==> src/rtl/ram_output_fifo_if.sv <==
// ram_output_fifo_if
// Bundles the capture-side and stream-side signals of ram_output_fifo.
//
// Handshake (valid/ready): a word moves from the FIFO to the consumer on a
// rising clk edge exactly when out_valid && out_ready are both 1 before that
// edge. out_valid never depends on out_ready. Once out_valid rises, out_data
// holds the same head word until that word is popped, clear is asserted or
// reset is asserted.
//
// Signals:
//   opcode      producer -> fifo  opcode broadcast; [15:8] selects the operation
//   read_enable producer -> fifo  same read_enable the RAM receives
//   read_data   producer -> fifo  RAM shared read bus (may be Z when idle)
//   clear       producer -> fifo  synchronous flush of contents and overflow
//   out_ready   consumer -> fifo  consumer accepts a word this cycle
//   out_valid   fifo -> consumer  FIFO holds at least one word
//   out_data    fifo -> consumer  head-of-FIFO word
//   count       fifo -> observer  stored words, 0..DEPTH
//   full        fifo -> observer  count == DEPTH
//   overflow    fifo -> observer  sticky: a capture was dropped while full
// Modports: master = environment side, slave = FIFO side.
interface ram_output_fifo_if #(
  parameter int DATA_WIDTH = 16,
  parameter int PTR_W      = 3
);
  logic [DATA_WIDTH-1:0] opcode;
  logic                  read_enable;
  logic [DATA_WIDTH-1:0] read_data;
  logic                  clear;
  logic                  out_ready;
  logic                  out_valid;
  logic [DATA_WIDTH-1:0] out_data;
  logic [PTR_W:0]        count;
  logic                  full;
  logic                  overflow;

  modport master (
    output opcode, read_enable, read_data, clear, out_ready,
    input  out_valid, out_data, count, full, overflow
  );

  modport slave (
    input  opcode, read_enable, read_data, clear, out_ready,
    output out_valid, out_data, count, full, overflow
  );
endinterface

==> src/rtl/ram_output_fifo.sv <==
// ram_output_fifo
// Captures words the RAM drives onto its shared read bus during
// "RAM -> Output" operations (opcode[15:8] == 8'h42) and buffers them in a
// small show-ahead FIFO that feeds the output/display logic over a
// valid/ready stream. A stalled consumer never back-pressures the processor:
// captures arriving while the FIFO is full are dropped and flagged.
//
// Ports:
//   clk    rising-edge system clock
//   reset  asynchronous, active-high reset (pointers, count, overflow)
//   bus    ram_output_fifo_if.slave (capture inputs, stream outputs, status)
//
// Parameters:
//   DATA_WIDTH  word width (opcode decode uses bits [15:8], so >= 16)
//   DEPTH       entries, power of two, >= 2
//   PTR_W       log2(DEPTH); count is PTR_W+1 bits wide
module ram_output_fifo #(
  parameter int DATA_WIDTH = 16,
  parameter int DEPTH      = 8,
  parameter int PTR_W      = 3
) (
  input  logic                 clk,
  input  logic                 reset,
  ram_output_fifo_if.slave     bus
);

  localparam logic [7:0]     OP_RAM_TO_OUT = 8'h42;
  localparam logic [PTR_W:0] FULL_COUNT    = (PTR_W + 1)'(DEPTH);

  logic [DATA_WIDTH-1:0] mem [DEPTH];
  logic [PTR_W-1:0]      wr_ptr;
  logic [PTR_W-1:0]      rd_ptr;
  logic [PTR_W:0]        count_q;
  logic [PTR_W:0]        count_next;
  logic                  overflow_q;

  logic cap;
  logic pop;
  logic push_ok;
  logic drop;
  logic is_full;
  logic is_empty;

  // Low opcode bits carry operands for other blocks; not needed here.
  logic unused_opcode_bits;
  assign unused_opcode_bits = ^bus.opcode[7:0];

  assign is_full  = (count_q == FULL_COUNT);
  assign is_empty = (count_q == '0);

  // read_data is only looked at when cap is 1; it may be Z/X otherwise.
  assign cap = bus.read_enable && (bus.opcode[15:8] == OP_RAM_TO_OUT);

  // pop depends only on registered state and out_ready, never feeding back
  // into out_valid/out_data combinationally.
  assign pop = !is_empty && bus.out_ready;

  // A simultaneous pop frees the head slot, so a push into a full FIFO is
  // accepted in that case. The written slot (wr_ptr == rd_ptr when full) is
  // the one being popped on the same edge, so no live word is overwritten.
  assign push_ok = cap && (!is_full || pop);
  assign drop    = cap && is_full && !pop;

  always_comb begin
    count_next = count_q;
    case ({push_ok, pop})
      2'b10:   count_next = count_q + 1'b1;
      2'b01:   count_next = count_q - 1'b1;
      default: count_next = count_q;
    endcase
  end

  always_ff @(posedge clk or posedge reset) begin
    if (reset) begin
      wr_ptr     <= '0;
      rd_ptr     <= '0;
      count_q    <= '0;
      overflow_q <= 1'b0;
    end else if (bus.clear) begin
      // clear wins over any concurrent push or pop.
      wr_ptr     <= '0;
      rd_ptr     <= '0;
      count_q    <= '0;
      overflow_q <= 1'b0;
    end else begin
      if (push_ok) wr_ptr <= wr_ptr + 1'b1;
      if (pop)     rd_ptr <= rd_ptr + 1'b1;
      count_q <= count_next;
      if (drop)    overflow_q <= 1'b1;
    end
  end

  // Storage is not reset; out_data is don't-care while out_valid is 0.
  // Writes are gated on push_ok so a dropped capture never disturbs the
  // head word of a full FIFO.
  always_ff @(posedge clk) begin
    if (push_ok && !bus.clear) begin
      mem[wr_ptr] <= bus.read_data;
    end
  end

  assign bus.out_valid = !is_empty;
  assign bus.out_data  = mem[rd_ptr];
  assign bus.count     = count_q;
  assign bus.full      = is_full;
  assign bus.overflow  = overflow_q;

endmodule

==> src/flat_wrapper.sv <==
// flat-port wrapper written by rule: the top's interface ports become plain ports
module ram_output_fifo_flat 
#(
  parameter int DATA_WIDTH = 16,
  parameter int DEPTH      = 8,
  parameter int PTR_W      = 3
)
  (clk, reset, bus_opcode, bus_read_enable, bus_read_data, bus_clear, bus_out_ready, bus_out_valid, bus_out_data, bus_count, bus_full, bus_overflow);
  ram_output_fifo_if #(.DATA_WIDTH(DATA_WIDTH), .PTR_W(PTR_W)) bus_i ();
  input  logic clk;
  input  logic reset;
  input wire logic [$bits(bus_i.opcode)-1:0] bus_opcode;
  input wire logic [$bits(bus_i.read_enable)-1:0] bus_read_enable;
  input wire logic [$bits(bus_i.read_data)-1:0] bus_read_data;
  input wire logic [$bits(bus_i.clear)-1:0] bus_clear;
  input wire logic [$bits(bus_i.out_ready)-1:0] bus_out_ready;
  output wire logic [$bits(bus_i.out_valid)-1:0] bus_out_valid;
  output wire logic [$bits(bus_i.out_data)-1:0] bus_out_data;
  output wire logic [$bits(bus_i.count)-1:0] bus_count;
  output wire logic [$bits(bus_i.full)-1:0] bus_full;
  output wire logic [$bits(bus_i.overflow)-1:0] bus_overflow;
  assign bus_i.opcode = bus_opcode;
  assign bus_i.read_enable = bus_read_enable;
  assign bus_i.read_data = bus_read_data;
  assign bus_i.clear = bus_clear;
  assign bus_i.out_ready = bus_out_ready;
  assign bus_out_valid = bus_i.out_valid;
  assign bus_out_data = bus_i.out_data;
  assign bus_count = bus_i.count;
  assign bus_full = bus_i.full;
  assign bus_overflow = bus_i.overflow;
  ram_output_fifo #(.DATA_WIDTH(DATA_WIDTH), .DEPTH(DEPTH), .PTR_W(PTR_W)) u_core (.clk(clk), .reset(reset), .bus(bus_i));
endmodule
==> config.mk <==
export PLATFORM = sky130hd
export DESIGN_NAME = ram_output_fifo_flat
export DESIGN_NICKNAME = d
export VERILOG_FILES = /design/src/rtl/ram_output_fifo_if.sv /design/src/rtl/ram_output_fifo.sv /design/src/flat_wrapper.sv
export SDC_FILE = /design/constraint.sdc
export NUM_CORES = 1
export LEC_CHECK = 0
export CAP_MARGIN = 20
export CORE_MARGIN = 5
export CORE_UTILIZATION = 35
export DETAILED_ROUTE_END_ITERATION = 6
export HOLD_SLACK_MARGIN = 0.08
export SYNTH_ARGS = -nofsm -noshare
export SYNTH_HDL_FRONTEND = slang
export SYNTH_SLANG_ARGS = --single-unit
==> constraint.sdc <==
create_clock -name clk -period 4 [get_ports clk]
set_input_delay 0.8 -clock clk [delete_from_list [all_inputs] [get_ports clk]]
set_output_delay 0.8 -clock clk [all_outputs]
set_load 0.05 [all_outputs]
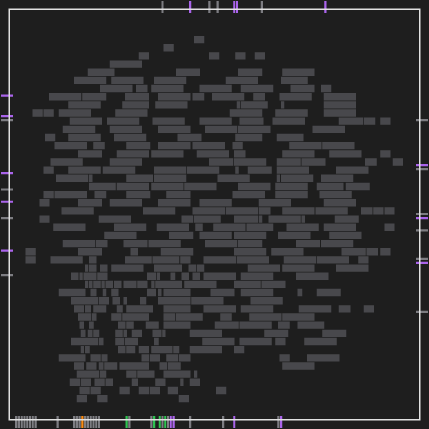
*I/O pins on the die edge, run 1*
Drawn at 3 px/µm. Pins as bars across the die edge, other pins in grey.
Orange shows bus_overflow, pins 1, direction output, edge south. Green shows bus_count, pins 4, direction output, edge south. Purple shows bus_read_data, pins 16, direction input, edge 5 west, 4 south, 4 north, 3 east.

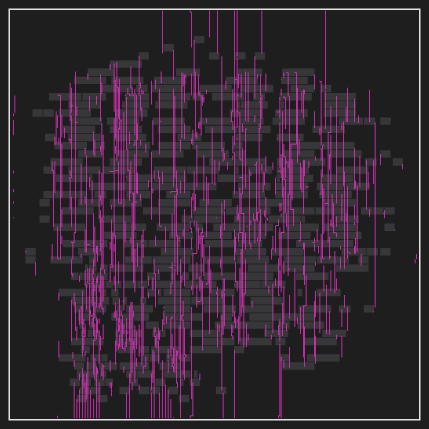
*The metal 2 layer, run 1*
Drawn at 3 px/µm.
The layer holds 52% of the routed length. The layer carries 5360 µm of wire. The wires run mostly vertical. 330 nets have wire on it. The longest straight run is 66.0 µm.

==> results_slide.txt, run 1 <==
Synthesis and Place & Route Summary

CTS
  – Clock tree buffer depth: 2
  – H-tree depth: 4
  – Post-CTS Setup Bufs: 0
  – CTS tree: yes
  – Late-Pin Clk Latency: roughly 0.41 ns

Layout
  – Max reg flops: 128
  – Top cell excl fill/tap: edfxtp_1
  – Most frequent cells in the layout: edfxtp_1, clkdlybuf4s50_1, mux4_2
  – Largest reg by FF count: u_core.mem
  – Synthesis-to-layout area growth: 24.7%
  – Reg area: slightly above 4000 µm²

Final timing
  – Final count of negative-setup-slack endpoints: 0
  – Slew of the pin with the lowest slew margin: 0.687 ns
  – RSZ-0062 raised after global routing: no
  – WHS: 0.502 ns
  – Max_slew headroom: 0.541
  – Worst setup margin: around 0.54 ns

Yosys
  – Area fraction in mux cells: 0.171
  – Dominant flop cell: edfxtp_1
  – Synth top cell by count: edfxtp_1
  – Post-synthesis cell area: 5590 µm²
  – Main logic family: multiplexers
  – Register area share after synthesis: 0.737
  – Chip Area, Yosys: between 5000 and 6000 µm²
  – Ys async rst share: 0.0791
  – Cell area leaders: edfxtp_1, mux4_2, dfrtp_1
  – Netlist cell types: 41

Placement
  – IO buf count: 51

Power
  – Power Density: 594 nW/µm²

Outcome
  – Status: finished, final reports clean

Critical path
  – CP delay by family, top: buffers and inverters
  – R2R Setup Slk: between 1 and 1.5 ns
  – Highest-delay cell along the critical path: clkdlybuf4s50_1
  – Capture point of the worst reg-to-reg path: u_core.bus.count[3]$_DFFE_PP0P_
  – Worst reg2reg startpoint: u_core.bus.count[0]$_DFFE_PP0P_
  – CP startpoint: u_core.rd_ptr[0]$_DFFE_PP0P_

Floorplanning
  – Die Area: 18600 µm²

Drt
  – Initial drt markers: around 180
  – DRT met1 WL: around 4500 µm
  – DRC Markers: 0

Global routing
  – Antenna violations before repair: 0
  – Met3 GRT Util: 0.0322

Job
  – Max-capacitance violation count: 0

Worst hold path
  – Worst hold path depth: 2
  – Worst hold path type: reg2reg
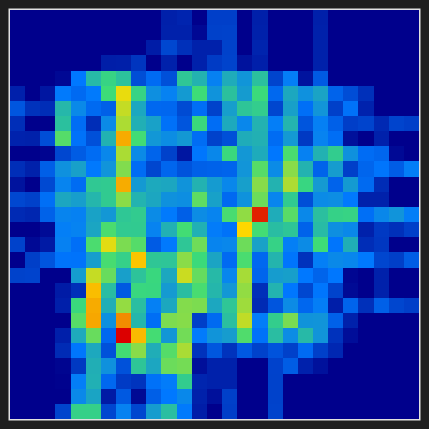
*Wiring heat map, run 1*
Drawn at 3 px/µm. 27 x 27 tiles, from dark blue (low) to red (high), scaled to the fullest tile. Values are wire area over tile area, all layers added.
The mean over all tiles is 0.085. The densest ninth of the die: centre. 29% of the tiles are nearly empty. The fullest tile reaches 0.41. 9.6% of the tiles are over half the peak.
GRT Total Usage: 0.122
wire per inst: 18.4 µm
final wirelength: 10300 µm
vias post-DR: 2665

run 1: power breakdown:
part | switching (W) | internal, W | total (W)
registers | 0.0000503 | 0.00161 | 0.00166
clock network | 0.000526 | 0.000892 | 0.00142
logic | 0.000590 | 0.000472 | 0.00106
run 1: cell type report:
cell class / instances / share of cell area
multi-input combinational: 112 / 0.205
clock inverter: 12 / 0.0154
clock buffer: 18 / 0.0616
timing repair buffer: 64 / 0.0873
tap: 216 / 0.0388
inverter: 2 / 0.00108
sequential: 139 / 0.591
run 1: through the flow:
stage                     cell area (µm²)  utilization
after floorplan                      5590            -
after global placement               6430        0.408
after detailed placement             6430        0.408
after CTS                            6970        0.442
after global routing                 6970        0.442
final                                6970        0.442
==> run 2: changes to the inputs <==
- SLEW_MARGIN: default -> 20
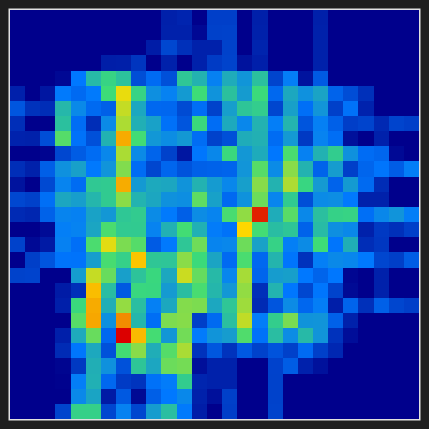
*Wiring heat map, run 2*
Drawn at 3 px/µm. 27 x 27 tiles, from dark blue (low) to red (high), scaled to the fullest tile. Values are wire area over tile area, all layers added.
The mean over all tiles is 0.085. The fullest tile reaches 0.41. 9.6% of the tiles are over half the peak. 29% of the tiles are nearly empty. The densest ninth of the die: centre.

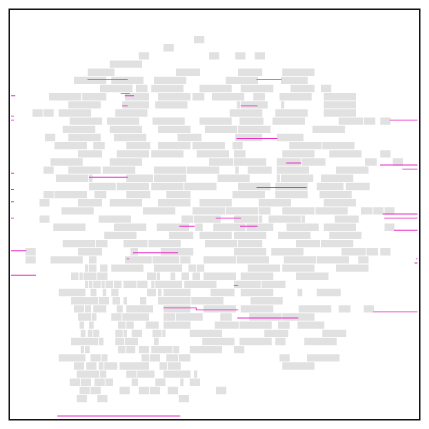
*M3 wires, run 2*
Drawn at 3 px/µm.
The wires run mostly horizontal. The layer carries 290 µm of wire. The longest straight run is 40.7 µm. The layer holds 2.8% of the routed length. 23 nets have wire on it.
met3 GRT Util: 0.0322

==> run 2 against run 1 <==
- clock-buffer cell count stayed put
- final cell count stayed put
- routed wire length stayed put
- first-iteration DRC count stayed put
- power stayed put
- core utilization stayed put
- hold slack stayed put
==> results_slide.txt, run 2 <==
Synthesis and Place & Route Summary

Worst hold path
  – Worst hold path depth: 2 (unchanged)
  – Worst hold path type: reg2reg

Critical path
  – Worst reg2reg startpoint: u_core.bus.count[0]$_DFFE_PP0P_
  – CP startpoint: u_core.rd_ptr[0]$_DFFE_PP0P_
  – R2R Setup Slk: 1.17 ns (about the same)

Floorplanning
  – TAP cells: 216 (unchanged)
  – Die Area: 18600 µm² (unchanged)

Layout
  – Combinational fraction of the cell area: 0.205 (unchanged)
  – Most frequent cells in the layout: edfxtp_1, clkdlybuf4s50_1, mux4_2
  – Non-Clock Inverter Count: 2 (unchanged)
  – Fin util: 0.442 (unchanged)
  – Synthesis-to-layout area growth: 24.7% (unchanged)
  – Flip-flops: 139 (unchanged)
  – Reg area: 4120 µm² (unchanged)
  – Clk cell area share: 0.0770 (unchanged)
  – MI comb cells: 112 (unchanged)
  – Flop share of the area: 0.591 (unchanged)
  – Non-CTS buffers: 64 (unchanged)

Outcome
  – Status: finished, final reports clean

Placement
  – IO buf count: 51 (unchanged)

Yosys
  – Area fraction in mux cells: 0.171 (unchanged)
  – Dominant flop cell: edfxtp_1
  – Cell area leaders: edfxtp_1, mux4_2, dfrtp_1
  – Post-synthesis cell area: 5590 µm² (unchanged)
  – Netlist cell types: 41 (unchanged)
  – Main logic family: multiplexers
  – Register area share after synthesis: 0.737 (unchanged)
  – Synth top cell by count: edfxtp_1
  – Ys async rst share: 0.0791 (unchanged)

Global routing
  – Antenna violations before repair: 0 (unchanged)
  – GRT Total Usage: 0.122 (unchanged)

Drt
  – DRC Markers: 0 (unchanged)
  – Final wirelength: 10300 µm (unchanged)
  – Wire per inst: 18.4 µm (unchanged)
  – Initial drt markers: 184 (unchanged)

Power
  – Power Density: 594 nW/µm² (unchanged)

Final timing
  – WHS: 0.502 ns (unchanged)
  – Max_slew headroom: 0.541 (unchanged)

CTS
  – Late-Pin Clk Latency: 0.41 ns (about the same)
  – Clock tree buffer depth: 2 (unchanged)

Job
  – Max-capacitance violation count: 0 (unchanged)
==> run 2: cell counts after synthesis <==
No cell type changed its count.
==> run 2: stage by stage <==
stage	area, µm²	std cells	power [W]	setup WS, ns
global route	6970	563	0.00432	0.404
floorplan	5590	266	0.00246	0.315
finish	6970	563	0.00414	0.539
detailed placement	6430	533	0.00277	0.442
global placement	6430	533	0.00276	0.565
CTS	6970	563	0.00421	0.460
==> run 2: power breakdown <==
part	switching [W]	internal, W
sequential	0.0000503	0.00161
clock	0.000526	0.000892
combinational	0.000590	0.000472
==> run 2: critical path: stages (launching register included) <==
cell and delay (ns):
dfrtp_2 0.35, buf_4 0.33, mux4_2 0.55, mux2_2 0.30
clkdlybuf4s50_1 0.70
No activity file was given, so power comes from the tool's default toggle rates.
